clock_nets.png
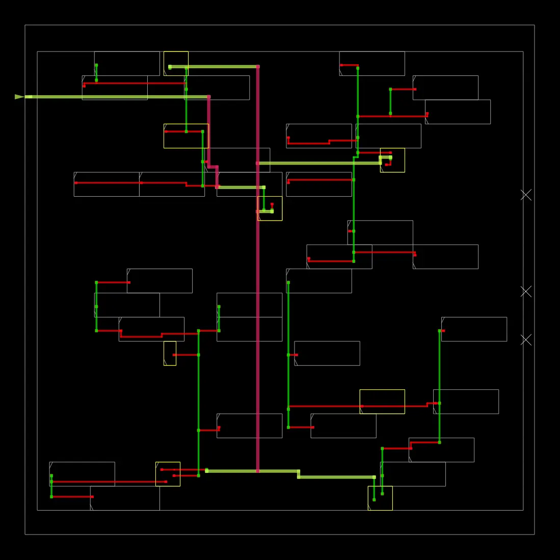
sizing.png
(4 px per um)
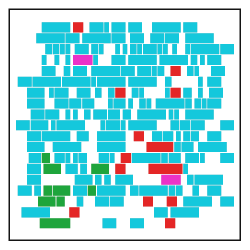
m3.png
(6 px per um)
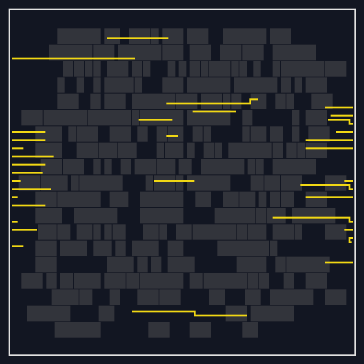
class_map.png
(8 px per um)
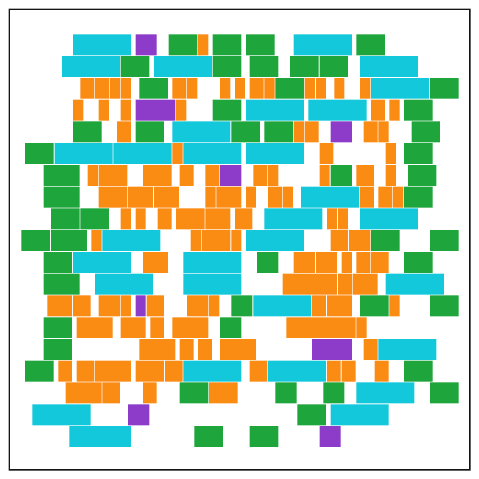
route_heat.png
(6 px per um) The die is cut into 11 by 11 equal tiles; dark purple is low, yellow is high, scaled to the fullest tile. Values are wire area over tile area, all layers added.
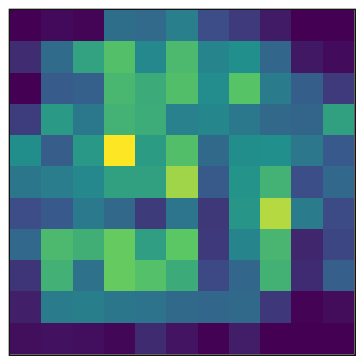
`src/rtl/prog_mem_pkg.sv`:
```
// Shared definitions for the 8-bit RISC CPU program memory and its readback engine.
// Holds memory geometry, the dumper FSM state type and the address-wrap helper
// that the CPU program counter also uses.
package prog_mem_pkg;

  localparam int PM_ADDR_WIDTH = 5;
  localparam int PM_DATA_WIDTH = 8;
  localparam int PM_DEPTH      = 1 << PM_ADDR_WIDTH;

  typedef enum logic [2:0] {
    ST_IDLE = 3'd0,
    ST_READ = 3'd1,
    ST_WAIT = 3'd2,
    ST_SEND = 3'd3,
    ST_DONE = 3'd4
  } dump_state_t;

  // Next sequential address, wrapping from the top word back to 0.
  function automatic logic [PM_ADDR_WIDTH-1:0] next_addr(input logic [PM_ADDR_WIDTH-1:0] a);
    if (a == PM_ADDR_WIDTH'(PM_DEPTH - 1)) begin
      return '0;
    end
    return a + PM_ADDR_WIDTH'(1);
  endfunction

endpackage

```
`src/rtl/prog_mem_dumper.sv`:
```
// Program memory readback engine: streams an inclusive, wrapping address range
// out of the program memory, one byte per beat, while holding the CPU off memory.
// Latency: start -> first dout_valid 3 cycles; 3 cycles per beat with dout_ready high.
// Backpressure: dout_ready low freezes SEND with all stream outputs stable; no re-read.
// Ports:
//   clock, reset             - rising-edge clock, synchronous active-high reset
//   start/first_addr/last_addr - dump request and inclusive range, sampled in IDLE only
//   rd_en/rd_addr/rd_data    - memory read port, data returns one cycle after rd_en
//   dout/dout_addr/dout_last/dout_valid/dout_ready - output byte stream
//   busy/hold_cpu/done       - status; done pulses once after the final beat transfers
module prog_mem_dumper
  import prog_mem_pkg::*;
#(
  parameter int ADDR_WIDTH = PM_ADDR_WIDTH,
  parameter int DATA_WIDTH = PM_DATA_WIDTH,
  parameter int DEPTH      = PM_DEPTH
) (
  input  logic                  clock,
  input  logic                  reset,
  input  logic                  start,
  input  logic [ADDR_WIDTH-1:0] first_addr,
  input  logic [ADDR_WIDTH-1:0] last_addr,
  output logic                  rd_en,
  output logic [ADDR_WIDTH-1:0] rd_addr,
  input  logic [DATA_WIDTH-1:0] rd_data,
  output logic [DATA_WIDTH-1:0] dout,
  output logic [ADDR_WIDTH-1:0] dout_addr,
  output logic                  dout_last,
  output logic                  dout_valid,
  input  logic                  dout_ready,
  output logic                  busy,
  output logic                  hold_cpu,
  output logic                  done
);

  dump_state_t           r_state;
  logic [ADDR_WIDTH-1:0] r_cur;
  logic [ADDR_WIDTH-1:0] r_end;
  logic                  r_rd_en;
  logic [ADDR_WIDTH-1:0] r_rd_addr;
  logic [DATA_WIDTH-1:0] r_dout;
  logic [ADDR_WIDTH-1:0] r_dout_addr;
  logic                  r_dout_last;
  logic                  r_dout_valid;
  logic                  r_busy;
  logic                  r_done;

  logic [ADDR_WIDTH-1:0] w_cur_next;
  logic                  w_xfer;

  // Modulo-DEPTH increment so a range may wrap through the top word to 0.
  assign w_cur_next = (r_cur == ADDR_WIDTH'(DEPTH - 1)) ? '0 : r_cur + ADDR_WIDTH'(1);
  assign w_xfer     = r_dout_valid && dout_ready;

  always_ff @(posedge clock) begin
    if (reset) begin
      r_state      <= ST_IDLE;
      r_cur        <= '0;
      r_end        <= '0;
      r_rd_en      <= 1'b0;
      r_rd_addr    <= '0;
      r_dout       <= '0;
      r_dout_addr  <= '0;
      r_dout_last  <= 1'b0;
      r_dout_valid <= 1'b0;
      r_busy       <= 1'b0;
      r_done       <= 1'b0;
    end else begin
      // Strobes default low; each state raises them for exactly one cycle.
      r_rd_en <= 1'b0;
      r_done  <= 1'b0;
      case (r_state)
        ST_IDLE: begin
          if (start) begin
            r_cur     <= first_addr;
            r_end     <= last_addr;
            r_rd_en   <= 1'b1;
            r_rd_addr <= first_addr;
            r_busy    <= 1'b1;
            r_state   <= ST_READ;
          end
        end
        ST_READ: begin
          // rd_en is already high this cycle; memory returns data next cycle.
          r_state <= ST_WAIT;
        end
        ST_WAIT: begin
          r_dout       <= rd_data;
          r_dout_addr  <= r_cur;
          r_dout_last  <= (r_cur == r_end);
          r_dout_valid <= 1'b1;
          r_state      <= ST_SEND;
        end
        ST_SEND: begin
          // The beat is held in the output registers, so a stall never re-reads.
          if (w_xfer) begin
            r_dout_valid <= 1'b0;
            if (r_dout_last) begin
              r_done  <= 1'b1;
              r_state <= ST_DONE;
            end else begin
              r_cur     <= w_cur_next;
              r_rd_en   <= 1'b1;
              r_rd_addr <= w_cur_next;
              r_state   <= ST_READ;
            end
          end
        end
        ST_DONE: begin
          r_busy  <= 1'b0;
          r_state <= ST_IDLE;
        end
        default: begin
          r_busy       <= 1'b0;
          r_dout_valid <= 1'b0;
          r_state      <= ST_IDLE;
        end
      endcase
    end
  end

  assign rd_en      = r_rd_en;
  assign rd_addr    = r_rd_addr;
  assign dout       = r_dout;
  assign dout_addr  = r_dout_addr;
  assign dout_last  = r_dout_last;
  assign dout_valid = r_dout_valid;
  assign busy       = r_busy;
  assign hold_cpu   = r_busy;
  assign done       = r_done;

endmodule

```
`config.mk`:
```
export PLATFORM = sky130hd
export DESIGN_NAME = prog_mem_dumper
export DESIGN_NICKNAME = d
export VERILOG_FILES = /design/src/rtl/prog_mem_pkg.sv /design/src/rtl/prog_mem_dumper.sv
export SDC_FILE = /design/constraint.sdc
export NUM_CORES = 1
export LEC_CHECK = 0
export CORE_MARGIN = 1
export CORE_UTILIZATION = 44
export CTS_CLUSTER_DIAMETER = 80
export DETAILED_ROUTE_END_ITERATION = 8
export GPL_ROUTABILITY_DRIVEN = 0
export HOLD_SLACK_MARGIN = 0.02
export PLACE_DENSITY = 0.85
export SETUP_SLACK_MARGIN = 0.02
export SKIP_LAST_GASP = 1
export SYNTH_ARGS = -nofsm -noshare
export SYNTH_HDL_FRONTEND = slang
export SYNTH_SLANG_ARGS = --single-unit
```
`constraint.sdc`:
```
create_clock -name clock -period 1.7 [get_ports clock]
set_input_delay 0.17 -clock clock [delete_from_list [all_inputs] [get_ports clock]]
set_output_delay 0.17 -clock clock [all_outputs]
set_load 0.02 [all_outputs]
```
==> run notes <==
fresh numbers from the pnr run: # Cells Yosys 148, CP max stage delay 0.64 ns, Post-route DRC 3, Top pwr grp sequential cells, clock-pin slew on the worst setup and hold paths 0.09 ns, layout cell share with drive strength beyond 1 12.2%, first-pass GRT wire length 4800 um, Tightest Pin Transition 0.490 ns, Die Size 0.00329 sq mm, fp util 47.7%, switching power 0.000504 W, CP Launch Type flip-flop, WP depth 1, failing checks design-rule violations, Top class by area multi-input combinational cells, crit path cell chain clkdlybuf4s50_1, Buf/Inv on CP 1, number of signal-net buffers in the layout 51, number of vias per cell 5.23, combinational fraction of the cell area 34.3%, initial antenna violation count 0, minimum clock period 1.58 ns, Final Cycle Share 92.7%, YS warnings 0, most numerous logic cell after layout clkdlybuf4s50_1, Worst setup EP type primary output, HPWL after DPL 2160 um, status finished with violations, f_max 635 MHz, Synth Net Count 172, Post-Synthesis Cells 148, Post-Syn Area 0.00135 sq mm, Synth flops 31, HP Class in2reg, endpoints failing hold 0
Notes on clock_nets.png above:
total CTS buffers: 5
clk_lat worst skew: 0.33 ns
Flops: 31

Notes on sizing.png above:
| size | colour | cells | share |
|---|---|---|---|
| x3 and x4 | red | 13 | 6.6% |
| x2 | green | 9 | 4.6% |
| x1 and smaller | cyan | 173 | 88% |
| x6 and larger | magenta | 2 | 1.0% |
design area: 0.00189 sq mm
synthesis-to-finish area growth: 40.1%
final worst slack: 0.124 ns

Notes on m3.png above:
nets with wire on the layer: 29
longest straight run: 20.2 um
wire length on this layer: 202 um
met3 usage: 6.80%
Routed WL: 3000 um
vias: 1192

Notes on class_map.png above:
| class | colour | cells | share of their area |
|---|---|---|---|
| registers | cyan | 31 | 34% |
| remaining logic cells | orange | 107 | 35% |
| clock drivers and dummy loads | purple | 8 | 3.7% |
| remaining buffers and delay cells | green | 51 | 27% |
sequential share of cell area: 32.9%
Rows: 19
core area: 0.00283 sq mm
Core Util, Final: 66.9%

Notes on route_heat.png above:
emptiest ninth of the die: lower right
mean over tiles: 0.15
nearly empty tiles: 9.1%
fullest tile: 0.41
tiles over half the peak: 27%
WL/cell: 13.2 um
global-route usage over all layers: 19.3%

[Yosys cell counts]
| library cell | instances |
|---|---|
| nand3b_1 | 2 |
| and3_1 | 1 |
| a22oi_1 | 1 |
| xnor2_1 | 4 |
| nand4_1 | 1 |
| o21ai_0 | 1 |
| buf_6 | 2 |
| nor2b_1 | 1 |
| nor3_1 | 7 |
| inv_1 | 2 |
| a2bb2oi_1 | 1 |
| ha_1 | 2 |
| a211oi_1 | 2 |
| nor2_1 | 11 |
| clkbuf_1 | 4 |
| nor4_1 | 1 |
| nand3_1 | 2 |
| and4_1 | 1 |
| buf_4 | 1 |
| a21oi_1 | 18 |
| nor4b_4 | 1 |
| a211oi_2 | 4 |
| nand2_1 | 27 |
| nor2_2 | 4 |
| mux2i_1 | 7 |
| buf_12 | 1 |
| dfxtp_1 | 31 |
| buf_1 | 2 |
| xor2_1 | 3 |
| o21bai_4 | 1 |
| nand2b_1 | 2 |
[per-stage QoR]
stage                     util [%]  std cells  power (W)
after floorplan                  -        148    0.00110
after CTS                     66.5        228    0.00176
after detailed placement      64.0        220    0.00127
after global placement        64.0        220    0.00125
final                         66.9        228    0.00174
after global routing          66.9        228    0.00183
[state kept, by name (all words and copies together) (netlist names)]
signal and flops:
dout 8, dout_last 1, r_state 3, rd_addr 5, rd_en 1, dout_addr 5
done 1, dout_valid 1, busy 1, r_end 5
[layer usage]
metal	up-vias	wire length [um]	global-route usage, %
met1	554	1320	22.3
met3	6	202	6.80
met4	0	56	10.1
met2	37	1420	31.4
li1	595	-	-
met5	-	0	0
[logic make-up after synthesis]
group           Yosys count  share of synthesized area, %
simple gates             61                          22.1
mux                       7                          5.19
flops                    31                          46.0
fa+ha+maj                 2                          1.85
compound gates           28                          14.5
xor+xnor                  7                          4.54
buf+inv                  12                          5.93
Power and IR drop assume default switching activity.
